Figure 1. A small window of the routed layout.
Region (51, 20) to (76, 45) um. Cells in gray, sequential cells in the stronger gray; small squares are vias.
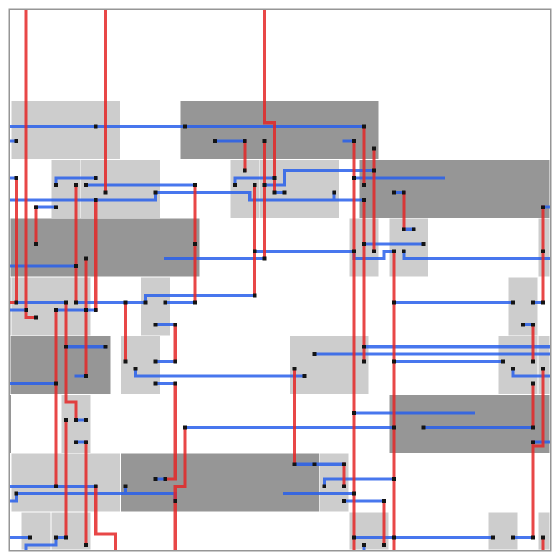
Figure 2. Gate families picked out.
Scale: 4 px per um.
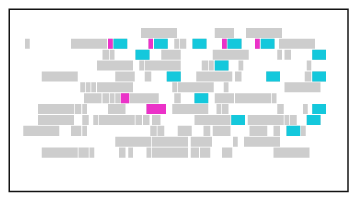
Figure 3. Met1 routing.
Scale: 4 px per um.
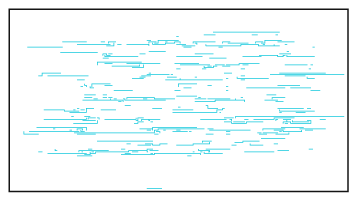
**src/rtl/seq_ncs_comparator.sv**
```systemverilog
`default_nettype none
// ============================================================================
// Module      : seq_ncs_comparator
// Description : Time-iterative N-bit unsigned magnitude comparator. A single
//               2-bit digit compare is reused once per clock, scanning digit
//               pairs MSB-first and stopping at the first differing pair.
//               eq_in/gt_in carry the result of more-significant words so the
//               block chains like the spatial cascade comparator.
// Revision    : 1.0 - initial release
// ============================================================================
module seq_ncs_comparator #(
    parameter int N  = 8,
    localparam int D  = (N + 1) / 2,
    localparam int CW = $clog2(D + 1)
) (
    input  logic          clk,
    input  logic          rst,
    input  logic          start,
    input  logic [N-1:0]  a,
    input  logic [N-1:0]  b,
    input  logic          eq_in,
    input  logic          gt_in,
    output logic          busy,
    output logic          done,
    output logic          EQ,
    output logic          GT,
    output logic [CW-1:0] digits
);

    // Operand width rounded up to a whole number of digits (odd N zero-extends)
    localparam int        c_W2   = 2 * D;
    localparam [CW-1:0]   c_LAST = CW'(D - 1);

    typedef enum logic [1:0] {
        S_IDLE = 2'd0,
        S_SCAN = 2'd1,
        S_DONE = 2'd2
    } state_t;

    state_t            r_state;
    logic [c_W2-1:0]   r_a;
    logic [c_W2-1:0]   r_b;
    logic [CW-1:0]     r_cnt;

    logic [c_W2-1:0]   w_a_ext;
    logic [c_W2-1:0]   w_b_ext;
    logic [1:0]        w_x;
    logic [1:0]        w_y;
    logic              w_accept;

    assign w_a_ext  = c_W2'(a);
    assign w_b_ext  = c_W2'(b);

    // Operands are shifted left one digit per scan step, so the digit under
    // examination always sits in the top two bits of the working registers.
    assign w_x      = r_a[c_W2-1 -: 2];
    assign w_y      = r_b[c_W2-1 -: 2];
    assign w_accept = start && (r_state != S_SCAN);

    // Control FSM with registered busy/done/result outputs
    always_ff @(posedge clk or posedge rst) begin
        if (rst) begin
            r_state <= S_IDLE;
            r_a     <= '0;
            r_b     <= '0;
            r_cnt   <= '0;
            busy    <= 1'b0;
            done    <= 1'b0;
            EQ      <= 1'b0;
            GT      <= 1'b0;
            digits  <= '0;
        end else begin
            case (r_state)
                S_SCAN: begin
                    r_cnt <= r_cnt + 1'b1;
                    r_a   <= r_a << 2;
                    r_b   <= r_b << 2;
                    if ((w_x != w_y) || (r_cnt == c_LAST)) begin
                        // First differing digit, or all digits matched
                        r_state <= S_DONE;
                        busy    <= 1'b0;
                        done    <= 1'b1;
                        EQ      <= (w_x == w_y);
                        GT      <= (w_x > w_y);
                        digits  <= r_cnt + 1'b1;
                    end
                end
                default: begin
                    // IDLE and DONE both accept a new request (back-to-back)
                    r_state <= S_IDLE;
                    busy    <= 1'b0;
                    done    <= 1'b0;
                    if (w_accept) begin
                        r_a   <= w_a_ext;
                        r_b   <= w_b_ext;
                        r_cnt <= '0;
                        if (!eq_in) begin
                            // Higher words already decide the result
                            r_state <= S_DONE;
                            done    <= 1'b1;
                            EQ      <= 1'b0;
                            GT      <= gt_in;
                            digits  <= '0;
                        end else begin
                            r_state <= S_SCAN;
                            busy    <= 1'b1;
                        end
                    end
                end
            endcase
        end
    end

endmodule
`default_nettype wire
```
**config.mk**
```make
export PLATFORM = sky130hd
export DESIGN_NAME = seq_ncs_comparator
export DESIGN_NICKNAME = d
export VERILOG_FILES = /design/src/rtl/seq_ncs_comparator.sv
export SDC_FILE = /design/constraint.sdc
export NUM_CORES = 1
export LEC_CHECK = 0
export ABC_CLOCK_PERIOD_IN_PS = 3800
export CORE_ASPECT_RATIO = 0.5
export CORE_MARGIN = 3
export CORE_UTILIZATION = 40
export DETAILED_ROUTE_END_ITERATION = 6
export DONT_BUFFER_PORTS = 1
export SLEW_MARGIN = 25
export SYNTH_ARGS = -nofsm -noshare
export SYNTH_HDL_FRONTEND = slang
export SYNTH_SLANG_ARGS = --single-unit
export TNS_END_PERCENT = 10
```
**constraint.sdc**
```tcl
create_clock -name clk -period 3.8 [get_ports clk]
set_input_delay 0.38 -clock clk [delete_from_list [all_inputs] [get_ports clk]]
set_output_delay 0.38 -clock clk [all_outputs]
set_load 0.005 [all_outputs]
```
==> ci_impl_report.md <==
## PnR job results

| Metric | Value |
|---|---|
| Reg2Reg Setup Slack | `2.37 ns` |
| Root Driver | `clkbuf_8` |
| Tot Pwr | `0.725 mW` |
| Clock power share | `23.9%` |
| Largest buffer count on any clock path | `2` |
| Setup Skew | `0.00361 ns` |
| DR DRC count | `0` |
| Mux frac, synth | `13.0%` |
| Final hold violation count | `0` |
| Most frequent cell after synthesis | `dfrtp_1` |
| Detail Placement HPWL | `1.48 mm` |
| Combinational fraction of design power | `22.3%` |
| Synth area leader | `dfrtp_1` |
| WL met1 | `995 um` |
| Critical path class | `reg2reg` |
| Clk_lat worst skew | `0.26 ns` |
| Yosys chip area | `1230 um2` |
| Hold WS | `0.0308 ns` |
| AO/OA Area Share | `12.2%` |
| Register Area | `651 um2` |
| Drt first pass iters | `4` |
| RSZ-0062 raised after global routing | `no` |
| FP Rows | `13` |
| CP Capture Type | `flop` |
| Number of enable flip-flop cells | `0` |
| Setup ws final | `2.37 ns` |
| Ys Warns | `0` |
| Clock transition at the registers of the reported paths | `0.08 ns` |
| Sequential Power Share | `53.8%` |
| # fillers | `269` |
| CTS Buf Count | `3` |
| XORs/XNORs by Area | `0%` |
| Worst Reg-to-Reg Cells | `5` |
| Via-per-instance ratio | `4.92` |
| Port bufs | `0` |
| Ant. Diodes | `0` |
| Met3 capacity usage during global routing | `6.01%` |
| Seq share, synth | `53.0%` |
| Die ar. | `3810 um2` |
| GR Util met2 | `17.9%` |
| Chip height | `45.2 um` |
| Postcts setup bufs | `0` |
| Outcome | `complete, no violations` |
| Max Freq | `697 MHz` |
| Max-Slew Margin vs Limit | `63.8%` |
| Detail Route Antenna Nets | `0` |
| FF-to-FF End | `digits[0]$_DFFE_PP0P_` |
| Top Layout Cells | `26 x dfrtp_1, 21 x nand2_1, 16 x mux2i_1, 9 x o21ai_1, 8 x o21ai_0` |
| First DRT Iteration DRCs | `67` |
| Logic area | `517 um2` |
| Crit path capture | `digits[0]$_DFFE_PP0P_` |
| Cell chain of the critical path | `ha_1, nand4b_2, o22ai_4, nand2_1, o31ai_1` |
| Flops & latches, synth | `26` |
| GR peak layer | `met2` |
| Startpoint types | `flop` |
| Crit path DRT | `3.97 ns` |
| Worst-Margin Slew | `0.542 ns` |
| LEAKAGE | `0.616 nW` |
| Sw frac | `29.5%` |
| Cell Type Count | `22` |
| PwrDens | `562 nW/um2` |
| CP max FO | `9` |
| Commonest cells post-synth | `26 x dfrtp_1, 21 x nand2_1, 16 x mux2i_1` |
| Post-Syn Instances | `114` |
| Largest net degree at the start of global routing | `33` |
| FA/HA/MAJ Cells, Area Fraction | `4.08%` |
| Core Region | `2750 um2` |
| H-tree depth | `1` |
| Final setup vio count | `0` |
| Arrival @ worst endpoint | `1.61 ns` |
| Fin. max-slew vios | `0` |
| Top cells, area | `dfrtp_1 53%, mux2i_1 13%, nand2_1 6.4%` |
| FP Util | `44.7%` |
| DP Area | `1240 um2` |
| Wirelength per Cell | `13.6 um` |
| Initial antenna violation count | `0` |
| Avg Cell Area, Syn | `10.8 um2` |
| GR Util All Layers | `11.9%` |
| Fin crit share | `37.7%` |
| Main flop type after synthesis | `dfrtp_1` |
| Top Ports | `28` |
| Reg-to-reg critical path startpoint | `r_a[7]$_DFFE_PP0P_` |
| Worst Hold Class | `in2async` |
| Max cap viols | `0` |
| IR drop worst, VDD | `0.000191 V` |
| Clk sinks | `26` |
| Die Wd | `84.3 um` |
| Setup TNS | `0 ns` |
| End-of-flow core utilization | `47.0%` |
| Tool Warnings | `26` |
| Setup crit start | `r_a[7]$_DFFE_PP0P_` |
| Mapped Area | `1230 um2` |
| Post-synthesis net count | `139` |
| Nets | `139` |
| Placed insts | `146` |
| Via count of the first global-routing pass | `750` |
| P_int | `0.511 mW` |
| Total grt overflow | `0` |
| Gp weighted congestion | `0.761` |
| Top flop regs | `r_a (8), r_b (8)` |
| Crit-path max cell delay | `0.38 ns` |
| Pre-CTS WS | `2.38 ns` |
| Share of layout cells above drive strength 1 | `8.85%` |
| Post-CTS sizing | `0` |
| Async SR Flop Fraction | `100%` |
| Final min period | `1.43 ns` |
| CTS tree | `done` |
| CP max stage cell | `dfrtp_1` |
| Simple-Gate Area Share | `12.7%` |
| P_sw | `0.214 mW` |
Back to the opening pictures, Figure 1:
[red] M2
[blue] M1
sequential cells in the window: 6
cells with their middle in the window: 26
netlist names of flops here include: r_a (4), r_b (2)
most frequent: nand2_1 (6), dfrtp_1 (6), mux2i_1 (4)

Back to the opening pictures, Figure 2:
[magenta] nor cells | cells: 6
[cyan] mux cells | cells: 16
non-filler instance count after layout: 150
combinational share of cell area: 40.0%
most used logic cell in the final layout: dfrtp_1

Back to the opening pictures, Figure 3:
wire length on this layer: 996 um
main direction: horizontal
nets with wire on the layer: 126
longest straight run: 27.1 um
share of all routed wire: 49%
Via Count: 738
M1 GR Usage: 16.4%
overall routed net length: 2.04 mm

power by group through the flow:
stage	sequential, mW	combinational (mW)	clock (mW)
after CTS	0.391	0.167	0.183
final	0.390	0.162	0.173
after global routing	0.402	0.192	0.193
after global placement	0.396	0.163	0
after floorplan	0.386	0.148	0
after detailed placement	0.397	0.166	0
critical path: cells and delay by family, from the launching register on:
kind | cells | cell delay [ns]
AND-OR/OR-AND | 2 | 0.37
AND/OR/NAND/NOR | 2 | 0.27
flip-flops | 1 | 0.38
adder cells (fa/ha/maj) | 1 | 0.33
final cells by class:
cell class	count	area share [%]
Sequential cell	26	50.4
Multi-Input combinational cell	77	40.0
Clock buffer	4	4.26
Tap cell	37	3.59
Inverter	6	1.74
Power and IR drop assume default switching activity.
